`src/rtl/leds_pkg.sv`:
```
// Register map shared by the LED PWM block and anything that addresses it.
// Pure constants: no logic, no latency, no flow control.
package leds_pkg;
    localparam logic [3:0] ADDR_ENABLE       = 4'd0;
    localparam logic [3:0] ADDR_BLINK_MASK   = 4'd1;
    localparam logic [3:0] ADDR_BLINK_PERIOD = 4'd2;
    localparam logic [3:0] ADDR_STATUS       = 4'd3;
    localparam logic [3:0] ADDR_DUTY_BASE    = 4'd8;
endpackage

```
`src/rtl/leds_pwm_chan.sv`:
```
// One LED channel: duty compare, enable and blink gating into an output flop.
// Latency 1 cycle from counter value to LED; no backpressure.
module leds_pwm_chan
    import leds_pkg::*;
#(
    parameter int PWM_BITS = 8
) (
    input  logic                clk,
    input  logic                reset,
    input  logic [PWM_BITS-1:0] i_cnt,
    input  logic [PWM_BITS-1:0] i_duty,
    input  logic                i_enable,
    input  logic                i_blink_mask,
    input  logic                i_blink_phase,
    output logic                o_led
);
    logic w_on;
    logic r_led;

    // All-ones duty must stay on through the counter's top value as well.
    assign w_on = i_enable
                  && ((i_duty == '1) || (i_cnt < i_duty))
                  && !(i_blink_mask && !i_blink_phase);

    always_ff @(posedge clk) begin
        if (reset) r_led <= 1'b0;
        else       r_led <= w_on;
    end

    assign o_led = r_led;
endmodule

```
`src/rtl/leds_pwm.sv`:
```
// Register-mapped multi-channel LED PWM with optional blink (LEDS_PWM_BLINK_EN).
// Read data 1 cycle after strobe, LEDs 1 cycle after counter; no backpressure.
module leds_pwm
    import leds_pkg::*;
#(
    parameter int NUM_LEDS = 8,
    parameter int PWM_BITS = 8
) (
    input  logic                clk,
    input  logic                reset,
    input  logic [3:0]          slave_address,
    input  logic                slave_write,
    input  logic [15:0]         slave_writedata,
    input  logic                slave_read,
    output logic [15:0]         slave_readdata,
    output logic [NUM_LEDS-1:0] user_dataout_0
);
    logic [PWM_BITS-1:0] r_cnt;
    logic [NUM_LEDS-1:0] r_enable;
    logic [PWM_BITS-1:0] r_duty_sh  [NUM_LEDS];
    logic [PWM_BITS-1:0] r_duty_act [NUM_LEDS];
    logic [15:0]         r_rdata;
    logic [15:0]         w_rdata;
    logic                w_wrap;
    logic [NUM_LEDS-1:0] w_duty_hit;
    logic [NUM_LEDS-1:0] w_blink_mask;
    logic [15:0]         w_blink_period;
    logic                w_blink_phase;
    logic [NUM_LEDS-1:0] w_led;

    assign w_wrap = (r_cnt == '1);

    for (genvar g = 0; g < NUM_LEDS; g++) begin : g_hit
        assign w_duty_hit[g] = (slave_address == ADDR_DUTY_BASE + 4'(g));
    end

    always_ff @(posedge clk) begin
        if (reset) begin
            r_cnt    <= '0;
            r_enable <= '0;
            r_rdata  <= '0;
            for (int i = 0; i < NUM_LEDS; i++) begin
                r_duty_sh[i]  <= '0;
                r_duty_act[i] <= '0;
            end
        end else begin
            r_cnt <= r_cnt + 1'b1;
            if (slave_write && slave_address == ADDR_ENABLE)
                r_enable <= slave_writedata[NUM_LEDS-1:0];
            // Active duty only moves at the wrap so a period is never split.
            for (int i = 0; i < NUM_LEDS; i++) begin
                if (slave_write && w_duty_hit[i])
                    r_duty_sh[i] <= slave_writedata[PWM_BITS-1:0];
                if (w_wrap)
                    r_duty_act[i] <= r_duty_sh[i];
            end
            if (slave_read)
                r_rdata <= w_rdata;
        end
    end

`ifdef LEDS_PWM_BLINK_EN
    logic [NUM_LEDS-1:0] r_blink_mask;
    logic [15:0]         r_blink_period;
    logic [15:0]         r_per_cnt;
    logic                r_blink_phase;

    always_ff @(posedge clk) begin
        if (reset) begin
            r_blink_mask   <= '0;
            r_blink_period <= '0;
            r_per_cnt      <= '0;
            r_blink_phase  <= 1'b1;
        end else begin
            if (slave_write && slave_address == ADDR_BLINK_MASK)
                r_blink_mask <= slave_writedata[NUM_LEDS-1:0];
            if (slave_write && slave_address == ADDR_BLINK_PERIOD)
                r_blink_period <= slave_writedata;
            // >= so a period shrunk below the running count still toggles next wrap.
            if (w_wrap) begin
                if (r_per_cnt >= r_blink_period) begin
                    r_per_cnt     <= '0;
                    r_blink_phase <= ~r_blink_phase;
                end else begin
                    r_per_cnt <= r_per_cnt + 1'b1;
                end
            end
        end
    end

    assign w_blink_mask   = r_blink_mask;
    assign w_blink_period = r_blink_period;
    assign w_blink_phase  = r_blink_phase;
`else
    assign w_blink_mask   = '0;
    assign w_blink_period = '0;
    assign w_blink_phase  = 1'b1;
`endif

    always_comb begin
        w_rdata = '0;
        case (slave_address)
            ADDR_ENABLE:       w_rdata = 16'(r_enable);
            ADDR_BLINK_MASK:   w_rdata = 16'(w_blink_mask);
            ADDR_BLINK_PERIOD: w_rdata = w_blink_period;
            ADDR_STATUS:       w_rdata = {15'd0, w_blink_phase};
            default: begin
                for (int i = 0; i < NUM_LEDS; i++)
                    if (w_duty_hit[i]) w_rdata = 16'(r_duty_sh[i]);
            end
        endcase
    end

    for (genvar g = 0; g < NUM_LEDS; g++) begin : g_chan
        leds_pwm_chan #(.PWM_BITS(PWM_BITS)) u_chan (
            .clk           (clk),
            .reset         (reset),
            .i_cnt         (r_cnt),
            .i_duty        (r_duty_act[g]),
            .i_enable      (r_enable[g]),
            .i_blink_mask  (w_blink_mask[g]),
            .i_blink_phase (w_blink_phase),
            .o_led         (w_led[g])
        );
    end

    assign user_dataout_0 = w_led;
    assign slave_readdata = r_rdata;
endmodule

```
`config.mk`:
```
export PLATFORM = sky130hd
export DESIGN_NAME = leds_pwm
export DESIGN_NICKNAME = d
export VERILOG_FILES = /design/src/rtl/leds_pkg.sv /design/src/rtl/leds_pwm_chan.sv /design/src/rtl/leds_pwm.sv
export SDC_FILE = /design/constraint.sdc
export NUM_CORES = 1
export LEC_CHECK = 0
export CAP_MARGIN = 20
export CORE_UTILIZATION = 60
export DETAILED_ROUTE_END_ITERATION = 12
export PLACE_DENSITY = 0.82
export SYNTH_ARGS = -nofsm -noshare
export SYNTH_HDL_FRONTEND = slang
export SYNTH_SLANG_ARGS = --single-unit
```
`constraint.sdc`:
```
create_clock -name clk -period 4.75 [get_ports clk]
set_input_delay 1.425 -clock clk [delete_from_list [all_inputs] [get_ports clk]]
set_output_delay 1.425 -clock clk [all_outputs]
set_load 0.005 [all_outputs]
```
==> images/pins.png <==
Drawn at 2 px/um. Pins as bars across the die edge, other pins in gray.
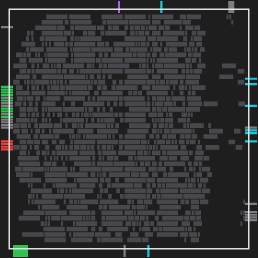
Key: slave_writedata = green [pins 16, direction input, edge 8 left, 8 bottom]; slave_read = purple [pins 1, direction input, edge top]; user_dataout_0 = cyan [pins 8, direction output, edge 6 right, 1 bottom, 1 top]; slave_address = red [pins 4, direction input, edge left]
All pins by edge: 21 left, 12 right, 10 bottom, 5 top.
I/O Buffers: 31
chip height: 119 um

==> images/met2.png <==
Drawn at 3 px/um.
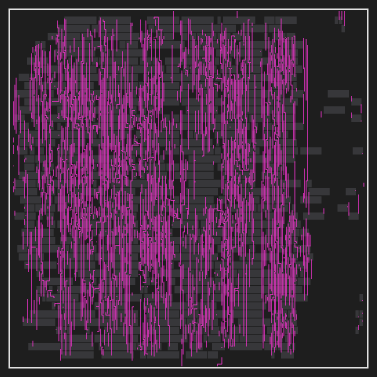
The layer holds 48% of the routed length. The longest straight run is 51.1 um.
vias: 5749
final WL: 19.8 mm
GR Util met2: 0.481

==> images/cell_classes.png <==
Drawn at 3 px/um. Fill, decap, tap and diode cells in gray.
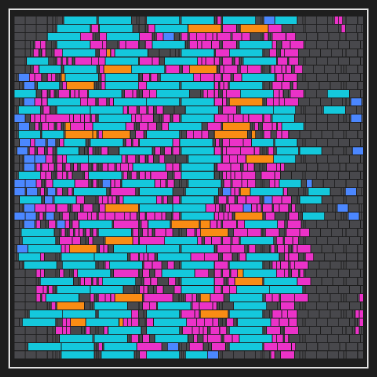
Key: flip-flops = cyan [cells 160, share of their area 50%]; other buffers and delay cells = blue [cells 40, share of their area 4.2%]; clock drivers and dummy loads = orange [cells 32, share of their area 6.9%]; all other logic = magenta [cells 519, share of their area 39%]
# rows: 42
flop share of the area: 0.491
CORE AREA: 13300 um^2
final core utilization: 0.687

sequential cells by signal, indices dropped and copies added (netlist names):
name	count
r_duty_act	64
r_duty_sh	64
g_chan.u_chan.o_led	8
r_cnt	8
r_enable	8
slave_readdata	8
layout make-up:
type | count | area (um^2) | area share
clock buffers | 21 | 450 | 0.0493
clock inverters | 11 | 164 | 0.0179
inverters | 73 | 274 | 0.0300
multi-input cells | 446 | 3170 | 0.347
flip-flops and latches | 160 | 4480 | 0.491
well taps | 176 | 220 | 0.0241
repair buffers | 40 | 373 | 0.0408
Yosys cell counts, drive strengths merged, types with 10 or more instances:
library cell | instances | area [um^2]
a211oi | 13 | 97.6
a21oi | 22 | 114
and2 | 48 | 300
buf | 30 | 246
clkbuf | 16 | 67.6
dfxtp | 32 | 641
edfxtp | 128 | 3840
ha | 57 | 713
inv | 73 | 274
nand2 | 26 | 100
nand2b | 23 | 144
nand3 | 18 | 90.1
nand4 | 20 | 138
nor2 | 65 | 254
nor2b | 22 | 138
o21a | 10 | 75.1
o21ai | 20 | 100
critical path: cells and delay by family:
kind | cells | cell delay (ns)
and+or+nand+nor | 3 | 1.35
buffers and inverters | 1 | 0.93
AOI/OAI and AO/OA | 1 | 0.08
cell usage in the layout, fill, tap and decap left out, types with 7 or more instances in the layout:
cell	netlist	final
o21a_1	10	10
inv_1	73	73
a211oi_1	13	13
buf_4	20	9
dfxtp_1	32	32
nor3_1	7	7
clkdlybuf4s50_1	0	30
edfxtp_1	128	128
nand4_1	18	18
nor2_1	63	63
a21oi_1	21	21
and3b_1	7	7
nand2b_1	23	22
o2111ai_1	8	8
and2_1	48	48
conb_1	1	8
o21ai_0	16	16
nand2_1	25	25
clkbuf_16	0	17
a22oi_1	7	7
o211ai_1	7	7
nand3_1	18	18
ha_1	57	57
nor2b_1	22	22
==> impl_metrics.ini <==
; synthesis and place-and-route metrics
[cells_and_area]
drive_gt1_frac = 0.0786
diodes = 0
final_cells = 927
synthToLayoutAreaGrowth_pct = 11.2
fin_nets = 819
fillerInstances = 898
design_area_um2 = 9140

[power_and_ir_drop]
seq_power_w = 0.00165
power.density_nw_per_um2 = 365
vdd_drop_max_uv = 284
clkPwrFrac = 0.429
comb_power_share = 0.077
comb_cell_power_w = 0.000258
cellLeakagePower_nw = 3.62
power_frac_seq = 0.494
top_power_group = registers
power.total_w = 0.00333
switchingPower_w = 0.000749
p_clk_w = 0.00143

[clocking]
cts_max_path_buffers = 2
cts_buffers = 17
clk_pin_slew_ns = 0.06
cts_tree = yes
clock-sinks = 160
hold_buffers = 0
clock_latency_ns = 0.43

[die]
chipWidth_um = 119
ios = 48

[placement]
placed_cell_area_um2 = 8530
gp_congestion = 0.884
post-place-ws_ns = 0.916

[setup_path]
required_ns = 5.03
cp-endpoint = r_enable[3]
r2r-end = r_duty_act[1][17]
crit_type = in -> reg
endpoint_kind = register
reg2reg_depth = 6
cp-startpoint = slave_address[3]
cp_common_cell = nand2_1
cp_slowest_stage_delay_ns = 0.93
crit_slowest_cell = clkdlybuf4s50_1
reg2reg_slack_ns = 1.88

[hold_path]
min_to = slave_readdata[4]
min_path_cells = 2
hp-start = slave_readdata[4]

[grt]
grt_max_degree = 69
antenna_found_initial = 1
gr-total-overflow = 0
grt_use_total = 0.294
grt_pass1_wl_mm = 30.7
globalRouteMet3Util = 0.0589

[route]
drtAntennaViolNets = 0
drt_iter0_drc = 590
drc_errors = 0
top_layer_used = met4
firstDrtPassIters = 6
vias_per_cell = 6.20
drt-met1-wl_mm = 7.54
met3WireLength_mm = 1.87
wl_met2_mm = 9.58
wire_per_inst_um = 21.3

[synthesis]
avgSynthCellArea_um2 = 11.4
xor_share = 0.00426
yosys.area_share.simple = 0.165
compound_area_frac = 0.0979
synth_cells = 718
adder_share = 0.0868
mux_share = 0.0282
ys.flops = 160
synthTopLogicFamily = simple AND/OR/NAND/NOR gates
synth-async-reset-ratio = 0
synth-edff-count = 128

[final_timing]
tns_ns = 0
rsz0062_at_grt = no
skew_ns = 0.00821
period_needed_ns = 3.50
post-route-period-util = 0.738
hold_viol_final = 0
hold_slack_ns = 0.489

[run]
warning_count = 34
cap_violations = 0

[run_status]
status = complete, no violations
